$ cat src/rtl/if_fetch_unit_pkg.sv
// Shared mips_16 fetch definitions: default widths, reset PC and the
// redirect-cause encoding used by the fetch unit's target mux.
package mips_16_defs;

  localparam int unsigned PC_WIDTH_DEF = 16;
  localparam int unsigned RESET_PC_DEF = 0;

  typedef enum logic [1:0] {
    REDIR_NONE   = 2'd0,
    REDIR_BRANCH = 2'd1,
    REDIR_JUMP   = 2'd2
  } redirect_cause_e;

  // Branch beats jump when both fire: the branch belongs to the older instruction.
  function automatic redirect_cause_e redirect_cause(input logic branch, input logic jump);
    if (branch)    return REDIR_BRANCH;
    else if (jump) return REDIR_JUMP;
    else           return REDIR_NONE;
  endfunction

endpackage

$ cat src/rtl/if_fetch_unit_pc_queue.sv
// if_pc_queue: synchronous FIFO of fetched PCs with flush; power-of-2 depth,
// pointers wrap naturally. dout_o reads 0 while the queue is empty.
module if_pc_queue #(
  parameter int unsigned WIDTH = 16,
  parameter int unsigned DEPTH = 4
) (
  input  logic                     clk_i,
  input  logic                     rst_i,
  input  logic                     push_i,
  input  logic                     pop_i,
  input  logic                     flush_i,
  input  logic [WIDTH-1:0]         din_i,
  output logic [WIDTH-1:0]         dout_o,
  output logic [$clog2(DEPTH):0]   count_o
);

  localparam int unsigned AW = $clog2(DEPTH);
  localparam int unsigned CW = AW + 1;

  logic [WIDTH-1:0] mem_q [DEPTH];
  logic [AW-1:0]    wr_ptr_q, wr_ptr_d;
  logic [AW-1:0]    rd_ptr_q, rd_ptr_d;
  logic [CW-1:0]    count_q, count_d;

  always_comb begin
    wr_ptr_d = wr_ptr_q;
    rd_ptr_d = rd_ptr_q;
    count_d  = count_q;
    if (flush_i) begin
      wr_ptr_d = '0;
      rd_ptr_d = '0;
      count_d  = '0;
    end else begin
      if (push_i) wr_ptr_d = wr_ptr_q + 1'b1;
      if (pop_i)  rd_ptr_d = rd_ptr_q + 1'b1;
      case ({push_i, pop_i})
        2'b10:   count_d = count_q + 1'b1;
        2'b01:   count_d = count_q - 1'b1;
        default: count_d = count_q;
      endcase
    end
  end

  always_ff @(posedge clk_i) begin
    if (rst_i) begin
      wr_ptr_q <= '0;
      rd_ptr_q <= '0;
      count_q  <= '0;
    end else begin
      wr_ptr_q <= wr_ptr_d;
      rd_ptr_q <= rd_ptr_d;
      count_q  <= count_d;
    end
  end

  always_ff @(posedge clk_i) begin
    if (push_i && !flush_i && !rst_i) mem_q[wr_ptr_q] <= din_i;
  end

  assign dout_o  = (count_q != '0) ? mem_q[rd_ptr_q] : '0;
  assign count_o = count_q;

endmodule

$ cat src/rtl/if_fetch_unit.sv
// if_fetch_unit: PC register with branch/jump redirect feeding a PC FIFO drained
// by decode. Optional perf counters enabled by macro IF_FETCH_PERF_CNT_EN.
module if_fetch_unit
  import mips_16_defs::*;
#(
  parameter int unsigned         PC_WIDTH     = PC_WIDTH_DEF,
  parameter int unsigned         OFFSET_WIDTH = 6,
  parameter int unsigned         QUEUE_DEPTH  = 4,
  parameter logic [PC_WIDTH-1:0] RESET_PC     = PC_WIDTH'(RESET_PC_DEF)
) (
  input  logic                          clk,
  input  logic                          rst,
  input  logic                          fetch_en,
  input  logic                          branch_taken,
  input  logic [PC_WIDTH-1:0]           branch_base_pc,
  input  logic [OFFSET_WIDTH-1:0]       branch_offset,
  input  logic                          jump_taken,
  input  logic [PC_WIDTH-1:0]           jump_target,
  output logic                          out_valid,
  input  logic                          out_ready,
  output logic [PC_WIDTH-1:0]           out_pc,
  output logic [PC_WIDTH-1:0]           fetch_pc,
  output logic [$clog2(QUEUE_DEPTH):0]  queue_count
`ifdef IF_FETCH_PERF_CNT_EN
  ,
  output logic [31:0]                   redirect_cnt,
  output logic [31:0]                   stall_cnt
`endif
);

  localparam int unsigned CW = $clog2(QUEUE_DEPTH) + 1;
  localparam logic [CW-1:0] DEPTH_C = CW'(QUEUE_DEPTH);

  logic                  redirect, pop, push, q_pop;
  redirect_cause_e       cause;
  logic [PC_WIDTH-1:0]   target;
  logic [PC_WIDTH-1:0]   fetch_pc_q, fetch_pc_d;

  assign redirect = branch_taken | jump_taken;
  assign cause    = redirect_cause(branch_taken, jump_taken);
  assign pop      = out_valid & out_ready;
  assign push     = fetch_en & ((queue_count < DEPTH_C) | pop) & ~redirect;
  // A redirect discards any handshake offered in the same cycle.
  assign q_pop    = pop & ~redirect;

  always_comb begin
    target = fetch_pc_q;
    case (cause)
      REDIR_BRANCH: target = branch_base_pc + PC_WIDTH'($signed(branch_offset));
      REDIR_JUMP:   target = jump_target;
      default:      target = fetch_pc_q;
    endcase
  end

  always_comb begin
    fetch_pc_d = fetch_pc_q;
    if (redirect)  fetch_pc_d = target;
    else if (push) fetch_pc_d = fetch_pc_q + 1'b1;
  end

  always_ff @(posedge clk) begin
    if (rst) fetch_pc_q <= RESET_PC;
    else     fetch_pc_q <= fetch_pc_d;
  end

  if_pc_queue #(
    .WIDTH (PC_WIDTH),
    .DEPTH (QUEUE_DEPTH)
  ) u_queue (
    .clk_i   (clk),
    .rst_i   (rst),
    .push_i  (push),
    .pop_i   (q_pop),
    .flush_i (redirect),
    .din_i   (fetch_pc_q),
    .dout_o  (out_pc),
    .count_o (queue_count)
  );

  assign out_valid = (queue_count != '0);
  assign fetch_pc  = fetch_pc_q;

`ifdef IF_FETCH_PERF_CNT_EN
  logic [31:0] redirect_cnt_q, stall_cnt_q;

  always_ff @(posedge clk) begin
    if (rst) begin
      redirect_cnt_q <= '0;
      stall_cnt_q    <= '0;
    end else begin
      if (redirect && redirect_cnt_q != '1)
        redirect_cnt_q <= redirect_cnt_q + 1'b1;
      if (fetch_en && !redirect && !push && stall_cnt_q != '1)
        stall_cnt_q <= stall_cnt_q + 1'b1;
    end
  end

  assign redirect_cnt = redirect_cnt_q;
  assign stall_cnt    = stall_cnt_q;
`endif

endmodule

$ cat config.mk
export PLATFORM = sky130hd
export DESIGN_NAME = if_fetch_unit
export DESIGN_NICKNAME = d
export VERILOG_FILES = /design/src/rtl/if_fetch_unit_pkg.sv /design/src/rtl/if_fetch_unit_pc_queue.sv /design/src/rtl/if_fetch_unit.sv
export SDC_FILE = /design/constraint.sdc
export NUM_CORES = 1
export LEC_CHECK = 0
export ABC_AREA = 1
export CAP_MARGIN = 40
export CELL_PAD_IN_SITES_DETAIL_PLACEMENT = 1
export CELL_PAD_IN_SITES_GLOBAL_PLACEMENT = 1
export CORE_MARGIN = 2
export CORE_UTILIZATION = 30
export DETAILED_ROUTE_END_ITERATION = 12
export PLACE_DENSITY_LB_ADDON = 0.1
export REMOVE_ABC_BUFFERS = 1
export SYNTH_ARGS = -nofsm -noshare
export SYNTH_HDL_FRONTEND = slang
export SYNTH_SLANG_ARGS = --single-unit
$ cat constraint.sdc
create_clock -name clk -period 3.1 [get_ports clk]
set_input_delay 0.93 -clock clk [delete_from_list [all_inputs] [get_ports clk]]
set_output_delay 0.93 -clock clk [all_outputs]
set_load 0.02 [all_outputs]
==> images/metal_stack.png <==
Scale bar: 50 um.
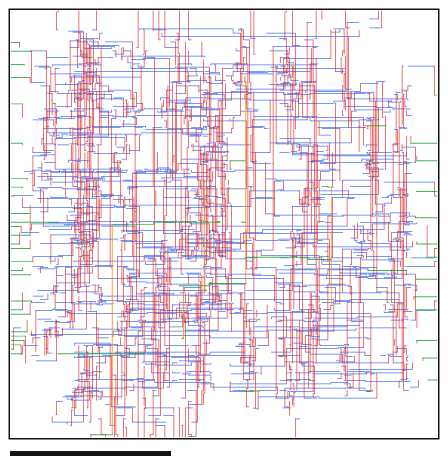
colour	layer	wire length
orange	met4	215 um
blue	met1	6820 um
red	met2	7500 um
green	met3	346 um

==> images/final_placement.png <==
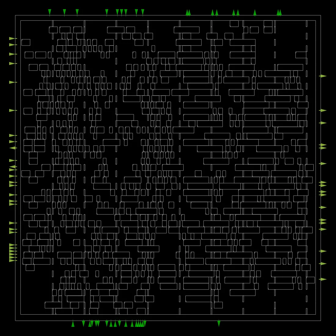
Core Util, Final: 0.401
final standard cell count with taps included and fillers excluded: 924

==> impl_metrics.toml <==
# generated from flow reports
[run_status]
outcome = "completed"

[critical_path]
critPathCaptureType = "primary output"
setup.reg_to_reg.worst_slack_ps = 990

[floorplan]
io_pins = 80

[place]
placed_cells_incl_taps = 903

[timing]
timing_worst_slew_pin_value_ps = 541

[cells_and_area]
n_multi_input_combinational_cell = 422
comb_total_area = 0.336
fillers = 1944
final-comb-area_um2 = 2210
drive_above_1_share = 0.104
mostFrequentLayoutCells = "103 x sky130_fd_sc_hd__nand2_1, 100 x sky130_fd_sc_hd__nor2_1, 72 x sky130_fd_sc_hd__clkdlybuf4s50_1, 64 x sky130_fd_sc_hd__edfxtp_1, 61 x sky130_fd_sc_hd__inv_1"

[hold_path]
min_delay_path_depth = 2

[route]
routedLengthMet1_mm = 6.82
met2_wirelength_mm = 7.50

[global_routing]
grt_util_met2 = 0.316
grt_antenna_before_repair = 0

[clocking]
clock_path_buffers = 2
cts.root.buffer_cell = "sky130_fd_sc_hd__clkbuf_16"

[job]
cap_viol_max_count = 0

[power_and_ir_drop]
p_int_mw = 2.17
p_sw_mw = 0.775

[synth]
postSynthAreaPerCell_um2 = 8.36
==> images/clock_map.png <==
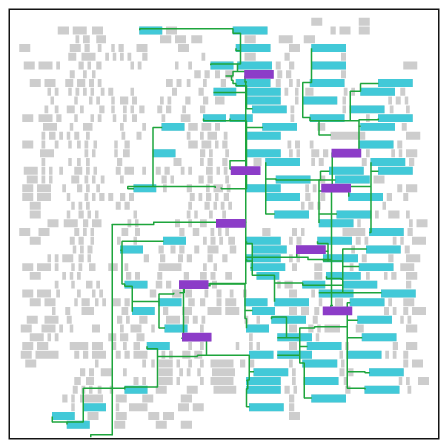
[green] clock wires | length: 1150 um
[purple] cells driving clock nets | count: 9
[cyan] flip-flops | count: 89
routed clock nets	10

